## config.mk

```make
export PLATFORM = sky130hd
export DESIGN_NAME = sccb_responder
export DESIGN_NICKNAME = d
export VERILOG_FILES = /design/src/rtl/sccb_pkg.sv /design/src/rtl/sccb_line_sync.sv /design/src/rtl/sccb_responder.sv
export SDC_FILE = /design/constraint.sdc
export NUM_CORES = 1
export LEC_CHECK = 0
export ABC_AREA = 1
export CAP_MARGIN = 5
export CELL_PAD_IN_SITES_DETAIL_PLACEMENT = 0
export CELL_PAD_IN_SITES_GLOBAL_PLACEMENT = 1
export CORE_MARGIN = 2
export CORE_UTILIZATION = 30
export CTS_CLUSTER_SIZE = 25
export DETAILED_ROUTE_END_ITERATION = 8
export GPL_TIMING_DRIVEN = 0
export PLACE_DENSITY_LB_ADDON = 0.1
export SETUP_SLACK_MARGIN = 0.4
export SYNTH_ARGS = -nofsm -noshare
export SYNTH_HDL_FRONTEND = slang
export SYNTH_SLANG_ARGS = --single-unit
```

## constraint.sdc

```tcl
create_clock -name clk -period 2.8 [get_ports clk]
set_input_delay 0.56 -clock clk [delete_from_list [all_inputs] [get_ports clk]]
set_output_delay 0.56 -clock clk [all_outputs]
set_load 0.02 [all_outputs]
```

## src/rtl/sccb_pkg.sv

```systemverilog
`timescale 1ns/1ps
// Shared types and constants for the SCCB responder.
package sccb_pkg;

    localparam int unsigned SCCB_BITS     = 8;
    localparam logic [6:0]  SCCB_DEV_ADDR = 7'h21;
    localparam logic [7:0]  SCCB_WR_ID    = {SCCB_DEV_ADDR, 1'b0};
    localparam logic [7:0]  SCCB_RD_ID    = {SCCB_DEV_ADDR, 1'b1};

    typedef enum logic [3:0] {
        ST_IDLE      = 4'd0,
        ST_DEV       = 4'd1,
        ST_DEV_ACK   = 4'd2,
        ST_SUB       = 4'd3,
        ST_SUB_ACK   = 4'd4,
        ST_WDATA     = 4'd5,
        ST_WDATA_ACK = 4'd6,
        ST_RDATA     = 4'd7,
        ST_RDATA_ACK = 4'd8,
        ST_IGNORE    = 4'd9
    } sccb_state_e;

endpackage

```

## src/rtl/sccb_line_sync.sv

```systemverilog
`timescale 1ns/1ps
// Synchronizes SCL/SDA into the clk domain and emits single-cycle
// SCL edge, START and STOP pulses. START/STOP mask a same-cycle SCL edge.
module sccb_line_sync (
    input  logic clk,
    input  logic rst,
    input  logic scl_i,
    input  logic sda_i,
    output logic scl_rise,
    output logic scl_fall,
    output logic start_det,
    output logic stop_det,
    output logic sda_bit
);

    logic scl_meta_r, scl_sync_r, scl_dly_r;
    logic sda_meta_r, sda_sync_r, sda_dly_r;
    logic scl_rise_r, scl_fall_r, start_r, stop_r, sda_bit_r;
    logic start_s, stop_s, rise_s, fall_s;

    // Decode bus conditions from the synchronized and delayed line values.
    always_comb begin
        start_s = scl_sync_r & scl_dly_r & sda_dly_r & ~sda_sync_r;
        stop_s  = scl_sync_r & scl_dly_r & ~sda_dly_r & sda_sync_r;
        if (start_s || stop_s) begin
            rise_s = 1'b0;
            fall_s = 1'b0;
        end else begin
            rise_s = scl_sync_r & ~scl_dly_r;
            fall_s = ~scl_sync_r & scl_dly_r;
        end
    end

    // Synchronizer chains (idle-high bus) and registered event pulses.
    always_ff @(posedge clk) begin
        if (rst) begin
            scl_meta_r <= 1'b1;
            scl_sync_r <= 1'b1;
            scl_dly_r  <= 1'b1;
            sda_meta_r <= 1'b1;
            sda_sync_r <= 1'b1;
            sda_dly_r  <= 1'b1;
            scl_rise_r <= 1'b0;
            scl_fall_r <= 1'b0;
            start_r    <= 1'b0;
            stop_r     <= 1'b0;
            sda_bit_r  <= 1'b1;
        end else begin
            scl_meta_r <= scl_i;
            scl_sync_r <= scl_meta_r;
            scl_dly_r  <= scl_sync_r;
            sda_meta_r <= sda_i;
            sda_sync_r <= sda_meta_r;
            sda_dly_r  <= sda_sync_r;
            scl_rise_r <= rise_s;
            scl_fall_r <= fall_s;
            start_r    <= start_s;
            stop_r     <= stop_s;
            sda_bit_r  <= sda_sync_r;
        end
    end

    assign scl_rise  = scl_rise_r;
    assign scl_fall  = scl_fall_r;
    assign start_det = start_r;
    assign stop_det  = stop_r;
    assign sda_bit   = sda_bit_r;

endmodule

```

## src/rtl/sccb_responder.sv

```systemverilog
`timescale 1ns/1ps
// SCCB target emulating the OV7670 configuration port: register writes
// through a strobe port, reads from a combinational register-file port.
module sccb_responder
    import sccb_pkg::*;
#(
    parameter logic [6:0] DEV_ADDR = SCCB_DEV_ADDR
) (
    input  logic       clk,
    input  logic       rst,
    input  logic       scl_i,
    input  logic       sda_i,
    output logic       sda_oe,
    output logic       reg_wr_en,
    output logic [7:0] reg_wr_addr,
    output logic [7:0] reg_wr_data,
    output logic [7:0] reg_rd_addr,
    input  logic [7:0] reg_rd_data,
    output logic       busy
);

    localparam logic [3:0] BIT_LAST = 4'(SCCB_BITS - 1);
    localparam logic [3:0] BIT_FULL = 4'(SCCB_BITS);

    logic        rise_s, fall_s, start_s, stop_s, sda_bit_s;
    sccb_state_e state_r, state_s;
    logic [3:0]  bit_cnt_r, bit_cnt_s;
    logic [7:0]  shift_r, shift_s, byte_s;
    logic [7:0]  ptr_r, ptr_s;
    logic        sda_oe_r, sda_oe_s;
    logic        wr_en_r, wr_en_s;
    logic [7:0]  wr_addr_r, wr_addr_s, wr_data_r, wr_data_s;
    logic        busy_r, busy_s;

    sccb_line_sync u_line_sync (
        .clk       (clk),
        .rst       (rst),
        .scl_i     (scl_i),
        .sda_i     (sda_i),
        .scl_rise  (rise_s),
        .scl_fall  (fall_s),
        .start_det (start_s),
        .stop_det  (stop_s),
        .sda_bit   (sda_bit_s)
    );

    // Next-state and output logic; bits sampled on SCL rise, SDA driven on SCL fall.
    always_comb begin
        state_s   = state_r;
        bit_cnt_s = bit_cnt_r;
        shift_s   = shift_r;
        ptr_s     = ptr_r;
        sda_oe_s  = sda_oe_r;
        wr_en_s   = 1'b0;
        wr_addr_s = wr_addr_r;
        wr_data_s = wr_data_r;
        busy_s    = busy_r;
        byte_s    = {shift_r[6:0], sda_bit_s};
        if (start_s) begin
            state_s   = ST_DEV;
            bit_cnt_s = 4'd0;
            sda_oe_s  = 1'b0;
        end else if (stop_s) begin
            state_s   = ST_IDLE;
            bit_cnt_s = 4'd0;
            sda_oe_s  = 1'b0;
            busy_s    = 1'b0;
        end else if (rise_s) begin
            case (state_r)
                ST_DEV, ST_SUB, ST_WDATA: begin
                    shift_s = byte_s;
                    if (bit_cnt_r == BIT_LAST) begin
                        bit_cnt_s = 4'd0;
                        if (state_r == ST_DEV) begin
                            if (byte_s[7:1] == DEV_ADDR) begin
                                state_s = ST_DEV_ACK;
                                busy_s  = 1'b1;
                            end else begin
                                state_s = ST_IGNORE;
                            end
                        end else if (state_r == ST_SUB) begin
                            ptr_s   = byte_s;
                            state_s = ST_SUB_ACK;
                        end else begin
                            wr_en_s   = 1'b1;
                            wr_addr_s = ptr_r;
                            wr_data_s = byte_s;
                            ptr_s     = ptr_r + 8'd1;
                            state_s   = ST_WDATA_ACK;
                        end
                    end else begin
                        bit_cnt_s = bit_cnt_r + 4'd1;
                    end
                end
                ST_RDATA: begin
                    bit_cnt_s = bit_cnt_r + 4'd1;
                end
                ST_RDATA_ACK: begin
                    ptr_s = ptr_r + 8'd1;
                    if (sda_bit_s) begin
                        state_s = ST_IGNORE;
                    end else begin
                        bit_cnt_s = 4'd1;
                    end
                end
                default: begin
                    state_s = state_r;
                end
            endcase
        end else if (fall_s) begin
            case (state_r)
                ST_DEV_ACK, ST_SUB_ACK, ST_WDATA_ACK: begin
                    // bit_cnt 0: start driving ACK; 1: ACK clock finished.
                    if (bit_cnt_r == 4'd0) begin
                        sda_oe_s  = 1'b1;
                        bit_cnt_s = 4'd1;
                    end else begin
                        sda_oe_s  = 1'b0;
                        bit_cnt_s = 4'd0;
                        if (state_r == ST_DEV_ACK && shift_r[0]) begin
                            shift_s  = reg_rd_data;
                            sda_oe_s = ~reg_rd_data[7];
                            state_s  = ST_RDATA;
                        end else if (state_r == ST_DEV_ACK) begin
                            state_s = ST_SUB;
                        end else begin
                            state_s = ST_WDATA;
                        end
                    end
                end
                ST_RDATA: begin
                    if (bit_cnt_r == BIT_FULL) begin
                        sda_oe_s  = 1'b0;
                        bit_cnt_s = 4'd0;
                        state_s   = ST_RDATA_ACK;
                    end else begin
                        shift_s  = {shift_r[6:0], 1'b0};
                        sda_oe_s = ~shift_r[6];
                    end
                end
                ST_RDATA_ACK: begin
                    // bit_cnt 1 marks a master ACK seen on the 9th rise.
                    if (bit_cnt_r == 4'd1) begin
                        shift_s   = reg_rd_data;
                        sda_oe_s  = ~reg_rd_data[7];
                        bit_cnt_s = 4'd0;
                        state_s   = ST_RDATA;
                    end else begin
                        state_s = state_r;
                    end
                end
                default: begin
                    state_s = state_r;
                end
            endcase
        end else begin
            state_s = state_r;
        end
    end

    // State and output registers.
    always_ff @(posedge clk) begin
        if (rst) begin
            state_r   <= ST_IDLE;
            bit_cnt_r <= 4'd0;
            shift_r   <= 8'h00;
            ptr_r     <= 8'h00;
            sda_oe_r  <= 1'b0;
            wr_en_r   <= 1'b0;
            wr_addr_r <= 8'h00;
            wr_data_r <= 8'h00;
            busy_r    <= 1'b0;
        end else begin
            state_r   <= state_s;
            bit_cnt_r <= bit_cnt_s;
            shift_r   <= shift_s;
            ptr_r     <= ptr_s;
            sda_oe_r  <= sda_oe_s;
            wr_en_r   <= wr_en_s;
            wr_addr_r <= wr_addr_s;
            wr_data_r <= wr_data_s;
            busy_r    <= busy_s;
        end
    end

    assign sda_oe      = sda_oe_r;
    assign reg_wr_en   = wr_en_r;
    assign reg_wr_addr = wr_addr_r;
    assign reg_wr_data = wr_data_r;
    assign reg_rd_addr = ptr_r;
    assign busy        = busy_r;

endmodule
```

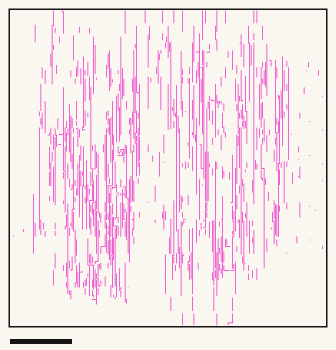
*Metal 2, run 1*
Scale bar: 20 um.
main direction	vertical
nets with wire on the layer	371
longest straight run	51.7 um
met2 track demand over resource in global routing: 0.2682
Routed Wire Length: 8076 um

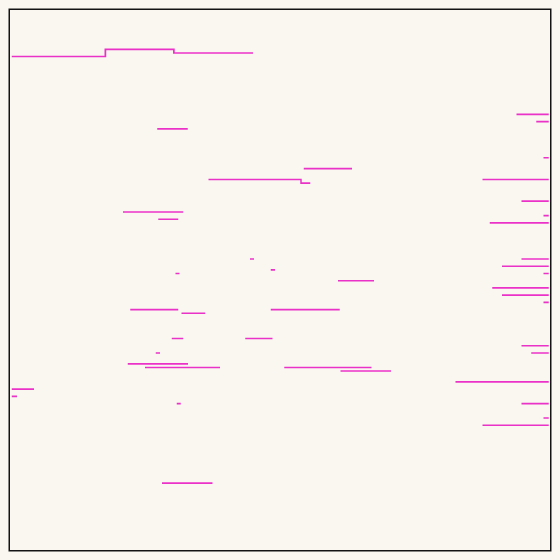
*M3 wires, run 1*
nets with wire on the layer	34
main direction	horizontal
wire length on this layer	312 um
longest straight run	17.5 um
routed via count: 2774
met3 Track Usage GR: 0.02277

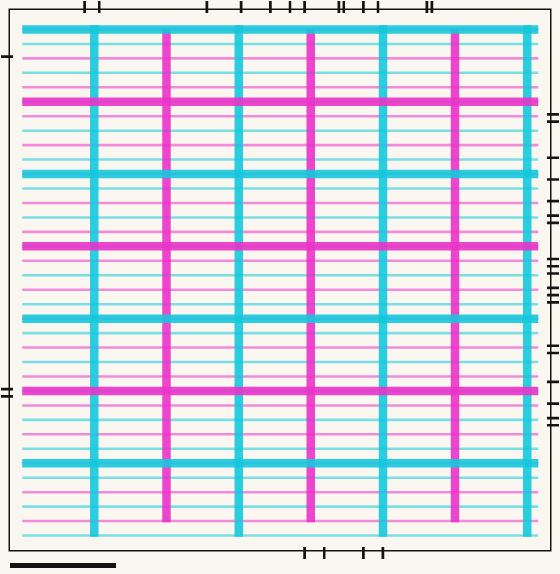
*Power grid, run 1*
Scale bar: 20 um. Pins as bars on the die edge.
color	net
magenta	VDD
cyan	VSS
rows	35
met1 rails	36
met5 straps	7
vertical die size: 101.6 um
Core Footprint: 9240 sq um
chip width: 101.6 um

==> out/summary.txt, run 1 <==
Number of multi-input combinational cells in the layout: 309
Flip-flop cell with the highest count after synthesis: dfxtp_1
Layout Cell Area excl Fill: 3485 sq um
Switching power: 348.9 uW
Number of post-CTS setup repair buffers: 0
Result of the run: finished clean
Clock input transition at the sequential cells of the worst setup and hold paths: 0.10 ns
Global-route wire length before repair: 13170 um
Worst hold-check path type: reg -> reg
Top cell type by instance count after synthesis: nand2_1
Tally of max-capacitance violations: 0
Global routing's busiest layer: met2
Layout filler cell count: 1019
Clock network power: 476 uW
Clk Latency, worst-skew pair: 0.32 ns
Clock buffer count: 5
Number of buffers other than clock buffers in the final layout: 50
Power attributed to combinational cells: 86.0 uW
Critical Path Slowest Stage Cell: clkdlybuf4s50_1
Detail Route met3 WL: 311 um
Comb power frac: 0.066
Number of synthesized flops with an enable pin: 0
Top Layout Cells: nand2_1, nor2_1, dfxtp_1
Number of input and output port buffers inserted: 37
Count of cells resized by post-cts repair: 0
GR Layer Usage met1: 0.2218
Final Hold Vio Count: 0
# hold bufs at CTS: 0
Slew of the pin with the lowest slew margin: 0.6352 ns
Number of nets in the finished design: 478
Ys async rst share: 0
Required time at the endpoint of the critical path: 2.24 ns
Buffer type at the clock tree root: clkbuf_8
Pin count of the biggest net entering global routing: 19
Hold endpoint: u_line_sync.scl_sync_r
Fraction of layout cells with a size suffix above 1: 0.1274
Seq share, synth: 0.3644
Part of the total power dissipated in the clock network: 0.362
Cell types with the highest counts after synthesis: nand2_1, nor2_1, dfxtp_1
Layout area overhead: 21.99%
Simple-Gate Fraction of Synth Area: 0.4008
Seq cells post-synth: 52
RSZ-0062 raised after global routing: no
Min setup slack post-route: 0.8060 ns
CTS tree: done
Peak supply drop: 212.1 uV
Number of antenna violations at the first check in global routing: 0
Iteration-0 DRC count of the detailed router: 91
Largest incremental delay on the critical path: 0.65 ns
Synth logic family: simple AND/OR/NAND/NOR gates
Area fraction in full adders, half adders and majority gates: 0.01752
Complex Gates by Area: 0.1332
Per-cell via count in the routed design: 4.686
Worst slack at placement: 0.8858 ns
Switching Share: 0.2659
Length of the first detailed-routing pass in iterations: 5
Crit-path leading delay family: buffers and inverters
Routed met2 length: 3699 um
Final non-clock buffer share: 0.1253
Count of H-tree levels built during CTS: 2
Largest cells by area after synthesis: dfxtp_1, nand2_1, nor2_1
Worst setup EP type: output port
Area taken by flip-flops and latches: 1041 sq um
Part of the cycle the worst path needs: 0.7121
Inverter count: 44
Tap Count: 129
Count of cells along the worst register-to-register path: 10
Yosys synthesis warning count: 0
Top layer used by detailed routing: met4
Worst Path Max Fanout: 6
Number of non-filler instances in the completed layout: 592
Sum of negative setup slack: 0 ns
Area share of the largest cell type after synthesis: 0.3644
Maximum operating frequency: 0.5015 GHz
Diode count: 0
OpenROAD warning count: 28
Combinational gate area: 1584 sq um
Power density normalized to cell area: 376.6 nW/um^2
Beginning of the worst hold path: u_line_sync.scl_meta_r
Post-detailed-route wirelength per cell: 13.64 um
WS Path Type: reg -> out
Power after layout: 1.312 mW
Vias in the first global route: 2599
Total die area: 10320 sq um
Sequential Power: 751 uW
Number of setup violations in the final report: 0
Critical R2R Capture: state_r[2]
Post-synth top area cell: dfxtp_1
Cells along the critical path: clkdlybuf4s50_1
Post-Syn Nets: 434
Most frequently placed logic cell in the final layout: nand2_1
Signal arrival time at the worst endpoint: 1.43 ns
Sequential group share of total power: 0.572
Final standard cell utilization of the core: 0.3771
Routed Antenna Nets: 0
Yosys Instances: 418
Hold_ws: 0.4242 ns
Chip area from the yosys synthesis statistics: 2856 sq um
Internal power component: 963.4 uW
Group drawing the most power: sequential cells
Estimated wirelength of the detail-placed design: 6130 um
Count of boundary I/O pins: 39
Cell total after placement: 584
Critical Path Start Type: register
Xor and xnor fraction of the mapped netlist area: 0.003066
Synthesized netlist cell count: 418
Placed instance area: 3388 sq um
Tmin final: 1.994 ns
Combined area of all synthesized cells: 2856 sq um
Reg2reg start: bit_cnt_r[0]
Worst hold path cell count: 1
Critical path startpoint: reg_rd_addr[2]
Worst-case register-to-register setup slack: 0.96 ns
Critical path buffer and inverter count: 1
Aggregate global-route resource usage: 0.1632
Area fraction of clock buffers and clock inverters: 0.02765
Seq area share: 0.2987
Flip-flops: 52
Logic depth of the worst setup path including buffers: 1
FP Util: 0.3091
==> run 2: changes to the inputs <==
==> constraint.sdc (replaced) <==
create_clock -name clk -period 2 [get_ports clk]
set_input_delay 0.4 -clock clk [delete_from_list [all_inputs] [get_ports clk]]
set_output_delay 0.4 -clock clk [all_outputs]
set_load 0.02 [all_outputs]
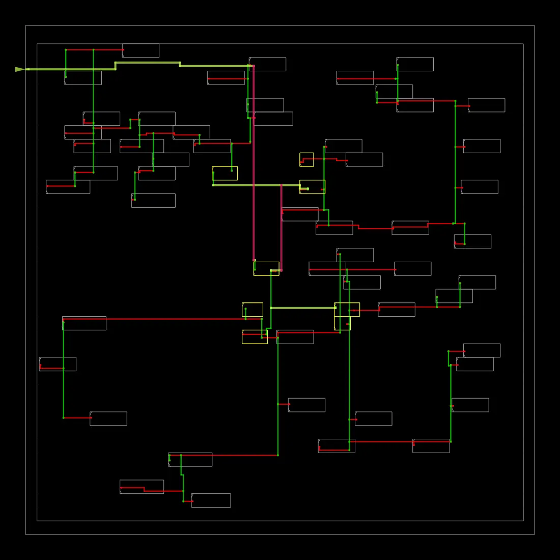
*Clock routing, run 2*
clock network power: 674 uW
clock buffer count: 5
flip-flops: 52
clock buffers created by TritonCTS: 5

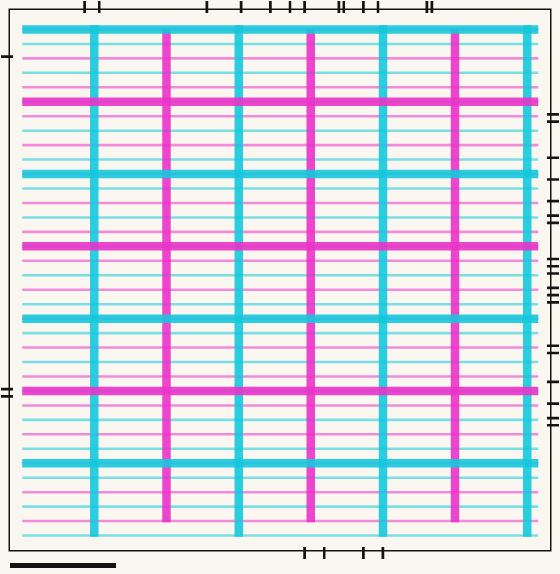
*Power grid, run 2*
Scale bar: 20 um. Pins as bars on the die edge.
color	net
magenta	VDD
cyan	VSS
rows	35
met4 straps	7
peak supply drop: 303.9 uV

==> run 2 against run 1 <==
Non-clock buffer count increased by 23. Largest power group unchanged. Register-to-register slack got worse by 0.52 ns. Largest cell class unchanged. Cell area up 15%.
==> out/summary.txt, run 2 <==
Top Layout Cells: nand2_1, nor2_1, dfxtp_1
Hold endpoint: u_line_sync.scl_sync_r
Worst hold path cell count: 1
Area share of the largest cell type after synthesis: 0.3644
Required time at the endpoint of the critical path: 2.26 ns
Count of boundary I/O pins: 39
Largest incremental delay on the critical path: 0.39 ns
Seq area share: 0.2679
Reg2reg start: state_r[3]
Beginning of the worst hold path: u_line_sync.scl_meta_r
Pin count of the biggest net entering global routing: 19
Final non-clock buffer share: 0.1538
Combinational gate area: 1867 sq um
Synth logic family: simple AND/OR/NAND/NOR gates
Global-route wire length before repair: 13630 um
Crit-path leading delay family: simple AND/OR/NAND/NOR gates
Number of setup violations in the final report: 0
Part of the total power dissipated in the clock network: 0.361
Critical path buffer and inverter count: 2
Logic depth of the worst setup path including buffers: 11
GR Layer Usage met1: 0.2235
Routed Antenna Nets: 0
Tally of max-capacitance violations: 0
Cells along the critical path: inv_4, nand2_4, nor2_8, nor2_4, nand2_4, nand2_8, nor2_8, and2_4, buf_8, nor2_2, nor2_2
Number of synthesized flops with an enable pin: 0
Placed instance area: 3388 sq um
Met3 Track Usage GR: 0.02692
FP Util: 0.3091
Critical Path Start Type: register
Critical path startpoint: state_r[3]
Maximum operating frequency: 0.6397 GHz
WS Path Type: reg -> reg
Layout area overhead: 39.82%
Worst setup EP type: register
Flip-flop cell with the highest count after synthesis: dfxtp_1
Internal power component: 1.354 mW
Xor and xnor fraction of the mapped netlist area: 0.003066
Complex Gates by Area: 0.1332
Power attributed to combinational cells: 147 uW
# hold bufs at CTS: 0
Buffer type at the clock tree root: clkbuf_8
Switching power: 510.8 uW
Count of H-tree levels built during CTS: 2
Sequential group share of total power: 0.560
Fraction of layout cells with a size suffix above 1: 0.2828
Area fraction in full adders, half adders and majority gates: 0.01752
Chip width: 101.6 um
Layout Cell Area excl Fill: 3994 sq um
Result of the run: finished clean
Ys async rst share: 0
Length of the first detailed-routing pass in iterations: 4
Iteration-0 DRC count of the detailed router: 63
Routed met2 length: 4232 um
Aggregate global-route resource usage: 0.1679
CTS tree: done
Post-detailed-route wirelength per cell: 14.30 um
Final Hold Vio Count: 0
Diode count: 0
Combined area of all synthesized cells: 2856 sq um
Seq share, synth: 0.3644
Tmin final: 1.563 ns
Number of non-filler instances in the completed layout: 617
Cell types with the highest counts after synthesis: nand2_1, nor2_1, dfxtp_1
Global routing's busiest layer: met2
Number of post-CTS setup repair buffers: 8
Number of input and output port buffers inserted: 37
Vertical die size: 101.6 um
OpenROAD warning count: 30
Critical Path Slowest Stage Cell: dfxtp_4
Simple-Gate Fraction of Synth Area: 0.4008
Top cell type by instance count after synthesis: nand2_1
Chip area from the yosys synthesis statistics: 2856 sq um
Number of antenna violations at the first check in global routing: 0
Yosys synthesis warning count: 0
Estimated wirelength of the detail-placed design: 6130 um
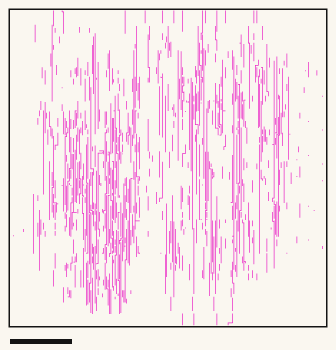
*Metal 2, run 2*
Scale bar: 20 um.
Routed Wire Length: 8826 um
routed via count: 2943
met2 track demand over resource in global routing: 0.2758

No activity file was given, so power comes from the tool's default toggle rates.
